`src/rtl/ahb3lite_pkg.sv`:
```
// Shared AHB3-lite transfer types plus the stream writer FSM encoding.
package ahb3lite_pkg;

    typedef enum logic [1:0] {
        IDLE   = 2'b00,
        BUSY   = 2'b01,
        NONSEQ = 2'b10,
        SEQ    = 2'b11
    } HTRANS_state;

    typedef enum logic [2:0] {
        StIdle,
        StArm,
        StReq,
        StBeat,
        StWait,
        StDone
    } writer_state_e;

    localparam int unsigned WORD_BYTES = 4;

endpackage

```
`src/rtl/stream_word_fifo.sv`:
```
// Synchronous word FIFO with push/pop, full/empty flags and an occupancy count.
module stream_word_fifo #(
    parameter int unsigned DEPTH = 8,
    parameter int unsigned WIDTH = 32
) (
    input  logic                       clk,
    input  logic                       rst_n,
    input  logic                       push,
    input  logic [WIDTH-1:0]           wdata,
    input  logic                       pop,
    output logic [WIDTH-1:0]           rdata,
    output logic                       full,
    output logic                       empty,
    output logic [$clog2(DEPTH+1)-1:0] count
);
    localparam int unsigned AW = $clog2(DEPTH);
    localparam int unsigned CW = $clog2(DEPTH + 1);

    logic [WIDTH-1:0] mem_q [DEPTH];
    logic [AW-1:0]    wr_ptr_q, rd_ptr_q;
    logic [CW-1:0]    count_q;
    logic             do_push, do_pop;

    assign full    = (count_q == CW'(DEPTH));
    assign empty   = (count_q == '0);
    assign count   = count_q;
    assign rdata   = mem_q[rd_ptr_q];
    assign do_push = push && !full;
    assign do_pop  = pop && !empty;

    always_ff @(posedge clk) begin
        if (!rst_n) begin
            wr_ptr_q <= '0;
            rd_ptr_q <= '0;
            count_q  <= '0;
        end else begin
            if (do_push) wr_ptr_q <= wr_ptr_q + 1'b1;
            if (do_pop)  rd_ptr_q <= rd_ptr_q + 1'b1;
            case ({do_push, do_pop})
                2'b10:   count_q <= count_q + 1'b1;
                2'b01:   count_q <= count_q - 1'b1;
                default: count_q <= count_q;
            endcase
        end
    end

    // Storage needs no reset: pointers and count define what is valid.
    always_ff @(posedge clk) begin
        if (do_push) mem_q[wr_ptr_q] <= wdata;
    end

endmodule

```
`src/rtl/stream_to_mem_dma_writer.sv`:
```
// Packs an 8-bit stream into little-endian words and bursts them to memory as an AHB3-lite master.
// Optional feature: define STREAM_DMA_CHECKSUM_EN to add the o_checksum XOR-of-written-words port.
module stream_to_mem_dma_writer
    import ahb3lite_pkg::*;
#(
    parameter int unsigned FIFO_DEPTH = 8,
    parameter int unsigned BURST_LEN  = 4
) (
    input  logic              HCLK,
    input  logic              HRESETn,
    input  logic              i_Start,
    input  logic [15:0]       i_DMA_ADDR_HIGH,
    input  logic [15:0]       i_DMA_ADDR_LOW,
    input  logic [5:0]        i_BUFFER_LENGTH,
    input  logic [7:0]        i_serialized_input,
    input  logic              i_serialized_input_valid,
    output logic [1:0]        o_Deserialize_Counter,
    output logic [15:0]       o_Words_Counter,
    output logic [31:0]       mem_WR_addr,
    output logic              mem_write_flag,
    output logic [31:0]       HWDATA_toMem,
    input  logic              HREADY,
    output HTRANS_state       o_HTRANS,
    input  logic              slave_done,
`ifdef STREAM_DMA_CHECKSUM_EN
    output logic [31:0]       o_checksum,
`endif
    output logic              o_busy,
    output logic              o_done,
    output logic              o_overflow
);
    localparam int unsigned CW = $clog2(FIFO_DEPTH + 1);
    localparam int unsigned BW = $clog2(BURST_LEN + 1);

    writer_state_e state_q, state_d;
    logic [31:0]   base_q;
    logic [5:0]    len_q;
    logic [15:0]   words_q, remaining, burst_need;
    logic [7:0]    bytes_q;
    logic [23:0]   partial_q;
    logic          overflow_q;
    logic [BW-1:0] beat_q, burst_q;

    logic          armed, byte_take, word_done, beat;
    logic          fifo_full, fifo_empty;
    logic [CW-1:0] fifo_count;
    logic [31:0]   fifo_head;

    assign armed      = (state_q != StIdle) && (state_q != StDone);
    assign byte_take  = armed && i_serialized_input_valid && (bytes_q != {len_q, 2'b00});
    assign word_done  = byte_take && (bytes_q[1:0] == 2'd3);
    assign beat       = (state_q == StBeat) && HREADY;
    assign remaining  = {10'b0, len_q} - words_q;
    assign burst_need = (remaining < 16'(BURST_LEN)) ? remaining : 16'(BURST_LEN);

    stream_word_fifo #(
        .DEPTH (FIFO_DEPTH),
        .WIDTH (32)
    ) u_fifo (
        .clk   (HCLK),
        .rst_n (HRESETn),
        .push  (word_done && !fifo_full),
        .wdata ({i_serialized_input, partial_q}),
        .pop   (beat),
        .rdata (fifo_head),
        .full  (fifo_full),
        .empty (fifo_empty),
        .count (fifo_count)
    );

    always_comb begin
        state_d  = state_q;
        o_HTRANS = IDLE;
        unique case (state_q)
            StIdle: if (i_Start) state_d = (i_BUFFER_LENGTH == '0) ? StDone : StArm;
            StArm:  if ({{(16-CW){1'b0}}, fifo_count} >= burst_need) state_d = StReq;
            StReq: begin
                o_HTRANS = NONSEQ;
                if (HREADY) state_d = StBeat;
            end
            StBeat: begin
                o_HTRANS = (beat_q == '0) ? NONSEQ : SEQ;
                if (HREADY && (beat_q == burst_q - 1'b1)) state_d = StWait;
            end
            StWait: if (slave_done) state_d = (words_q == {10'b0, len_q}) ? StDone : StArm;
            StDone: state_d = StIdle;
            default: state_d = StIdle;
        endcase
    end

    always_ff @(posedge HCLK) begin
        if (!HRESETn) begin
            state_q    <= StIdle;
            base_q     <= '0;
            len_q      <= '0;
            words_q    <= '0;
            bytes_q    <= '0;
            partial_q  <= '0;
            overflow_q <= 1'b0;
            beat_q     <= '0;
            burst_q    <= '0;
        end else begin
            state_q <= state_d;
            if (state_q == StIdle && i_Start) begin
                base_q     <= {i_DMA_ADDR_HIGH, i_DMA_ADDR_LOW};
                len_q      <= i_BUFFER_LENGTH;
                words_q    <= '0;
                bytes_q    <= '0;
                overflow_q <= 1'b0;
            end
            if (byte_take) begin
                bytes_q <= bytes_q + 1'b1;
                case (bytes_q[1:0])
                    2'd0:    partial_q[7:0]   <= i_serialized_input;
                    2'd1:    partial_q[15:8]  <= i_serialized_input;
                    2'd2:    partial_q[23:16] <= i_serialized_input;
                    default: partial_q        <= partial_q;
                endcase
            end
            if (word_done && fifo_full) overflow_q <= 1'b1;
            // Burst size is frozen at the ARM->REQ decision so late pushes cannot stretch it.
            if (state_q == StArm && state_d == StReq) begin
                burst_q <= burst_need[BW-1:0];
                beat_q  <= '0;
            end
            if (beat) begin
                beat_q <= beat_q + 1'b1;
                if (words_q != {10'b0, len_q}) words_q <= words_q + 1'b1;
            end
        end
    end

`ifdef STREAM_DMA_CHECKSUM_EN
    logic [31:0] checksum_q;
    always_ff @(posedge HCLK) begin
        if (!HRESETn) begin
            checksum_q <= '0;
        end else if (state_q == StIdle && i_Start) begin
            checksum_q <= '0;
        end else if (beat) begin
            checksum_q <= checksum_q ^ fifo_head;
        end
    end
    assign o_checksum = checksum_q;
`endif

    assign o_Deserialize_Counter = bytes_q[1:0];
    assign o_Words_Counter       = words_q;
    assign mem_WR_addr           = base_q + {14'b0, words_q, 2'b00};
    assign mem_write_flag        = beat;
    assign HWDATA_toMem          = (state_q == StBeat && !fifo_empty) ? fifo_head : '0;
    assign o_busy                = (state_q != StIdle);
    assign o_done                = (state_q == StDone);
    assign o_overflow            = overflow_q;

endmodule
```
`config.mk`:
```
export PLATFORM = sky130hd
export DESIGN_NAME = stream_to_mem_dma_writer
export DESIGN_NICKNAME = d
export VERILOG_FILES = /design/src/rtl/ahb3lite_pkg.sv /design/src/rtl/stream_word_fifo.sv /design/src/rtl/stream_to_mem_dma_writer.sv
export SDC_FILE = /design/constraint.sdc
export NUM_CORES = 1
export LEC_CHECK = 0
export CAP_MARGIN = 5
export CORE_MARGIN = 2
export CORE_UTILIZATION = 40
export CTS_CLUSTER_DIAMETER = 100
export CTS_CLUSTER_SIZE = 12
export DETAILED_ROUTE_END_ITERATION = 10
export PLACE_DENSITY = 0.65
export SLEW_MARGIN = 40
export SYNTH_ARGS = -nofsm -noshare
export SYNTH_HDL_FRONTEND = slang
export SYNTH_SLANG_ARGS = --single-unit
```
`constraint.sdc`:
```
create_clock -name HCLK -period 7 [get_ports HCLK]
set_input_delay 1.75 -clock HCLK [delete_from_list [all_inputs] [get_ports HCLK]]
set_output_delay 1.75 -clock HCLK [all_outputs]
set_load 0.02 [all_outputs]
```
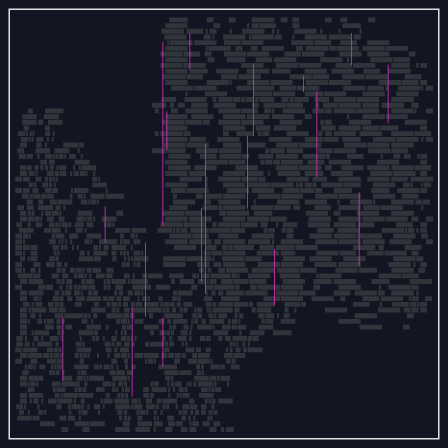
*Metal 4*
nets with wire on the layer: 7
main direction: vertical
final WL: 35400 um
via count: 9829

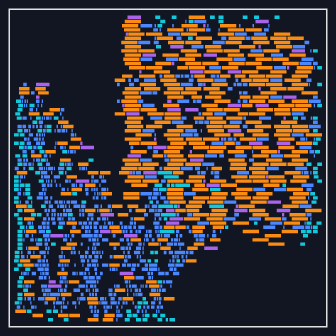
*Placement by cell class*
| colour | class | cells | share of their area |
|---|---|---|---|
| orange | sequential cells | 365 | 53% |
| blue | combinational and other logic | 765 | 32% |
| purple | clock drivers and dummy loads | 62 | 5.6% |
| cyan | remaining buffers and delay cells | 165 | 9.3% |
standard-cell rows: 73
Layout Utilization: 48.9%
flop share of the area: 50.8%
design area: 19400 um^2

==> job_summary.md <==
### Yosys + OpenROAD results

| Metric | Value |
|---|---|
| Tool warnings | 32 |
| Largest Register | u_fifo.mem_q |
| Place WS | 1810 ps |
| Overall Power | 4.31 mW |
| Cell type with the largest total area | edfxtp_1 |
| Worst-Margin Slew | 796 ps |
| Clock Root Buffer | clkbuf_16 |
| Drt pass-1 iters | 4 |
| Top class by area | sequential cells |
| Vias per inst | 5.22 |
| Post-cts hold buffer count | 0 |
| Largest net degree at the start of global routing | 102 |
| Final Hold Fails | 0 |
| Signal buf overhead | 9.02% |
| Max incr delay on CP | 640 ps |
| Outcome | finished, final reports clean |
| Fin cells | 1882 |
| Fillcell total | 3409 |
| Post-synth area hogs | edfxtp_1 (48%), dfxtp_1 (14%), mux4_2 (8.9%) |
| Worst setup EP type | primary output |
| Most frequent logic cell in the layout | edfxtp_1 |
| Yosys chip area | 16100 um^2 |
| Final clock-cell share | 5.38% |
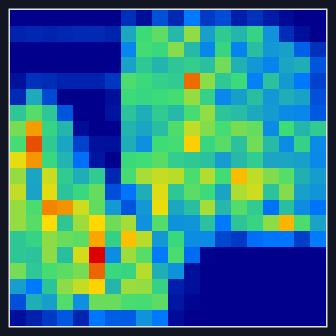
*Routed metal per tile*
20 x 20 tiles, from dark blue (low) to red (high), scaled to the fullest tile. Values are wire area over tile area, all layers added.
emptiest ninth of the die: north-west
mean over tiles: 0.13
fullest tile: 0.41
nearly empty tiles: 19%
tiles over half the peak: 26%
gr usage total: 17.1%
wire per inst: 18.8 um

-- cells by family (layout without fill, tap and decap cells) --
group,Yosys count,count (layout),synth area share [%]
and+or+nand+nor,352,352,10.7
DFF,365,365,61.3
muxes,128,128,12.9
xor gates and xnor gates,59,59,3.21
adders and majority gates,42,42,3.40
AOI/OAI and AO/OA,151,151,6.28
other,1,1,0.0233
buffers and inverters,88,259,2.18
-- worst max-delay path: cells and delay by family (launching register included) --
family | cells | cell delay (ps)
adder cells (fa/ha/maj) | 2 | 650
XOR/XNOR | 1 | 180
flip-flops | 1 | 490
AND-OR/OR-AND | 3 | 840
AND/OR/NAND/NOR | 3 | 510
buffers and inverters | 2 | 700
-- layer usage --
| metal | part of all wire (%) | GRT usage, % | wire length (um) | vias to the layer above |
|---|---|---|---|---|
| met5 | 0 | 0 | 0 | - |
| met4 | 1.7 | 4.01 | 597 | 0 |
| met3 | 6.3 | 4.10 | 2220 | 44 |
| met2 | 48 | 29.0 | 16900 | 232 |
| met1 | 44 | 22.2 | 15600 | 4864 |
| li1 | - | - | - | 4689 |
-- report_power, final --
group	leakage [nW]	switching [mW]	internal, mW
combinational	2.81	0.119	0.0981
sequential	3.45	0.0198	2.31
clock	0.497	0.786	0.980
-- path summary, 6_finish.rpt --
check,from,end,depth (start not counted),slack [ps]
min reg2reg,base_q[1]$_SDFFE_PN0P_,base_q[1]$_SDFFE_PN0P_,2,460
max,o_Words_Counter[0]$_SDFF_PN0_,mem_WR_addr[20],11,1370
min,base_q[1]$_SDFFE_PN0P_,base_q[1]$_SDFFE_PN0P_,2,460
max reg2reg,o_Words_Counter[0]$_SDFF_PN0_,beat_q[2]$_SDFFE_PN0P_,18,2070
No activity file was given, so power comes from the tool's default toggle rates.
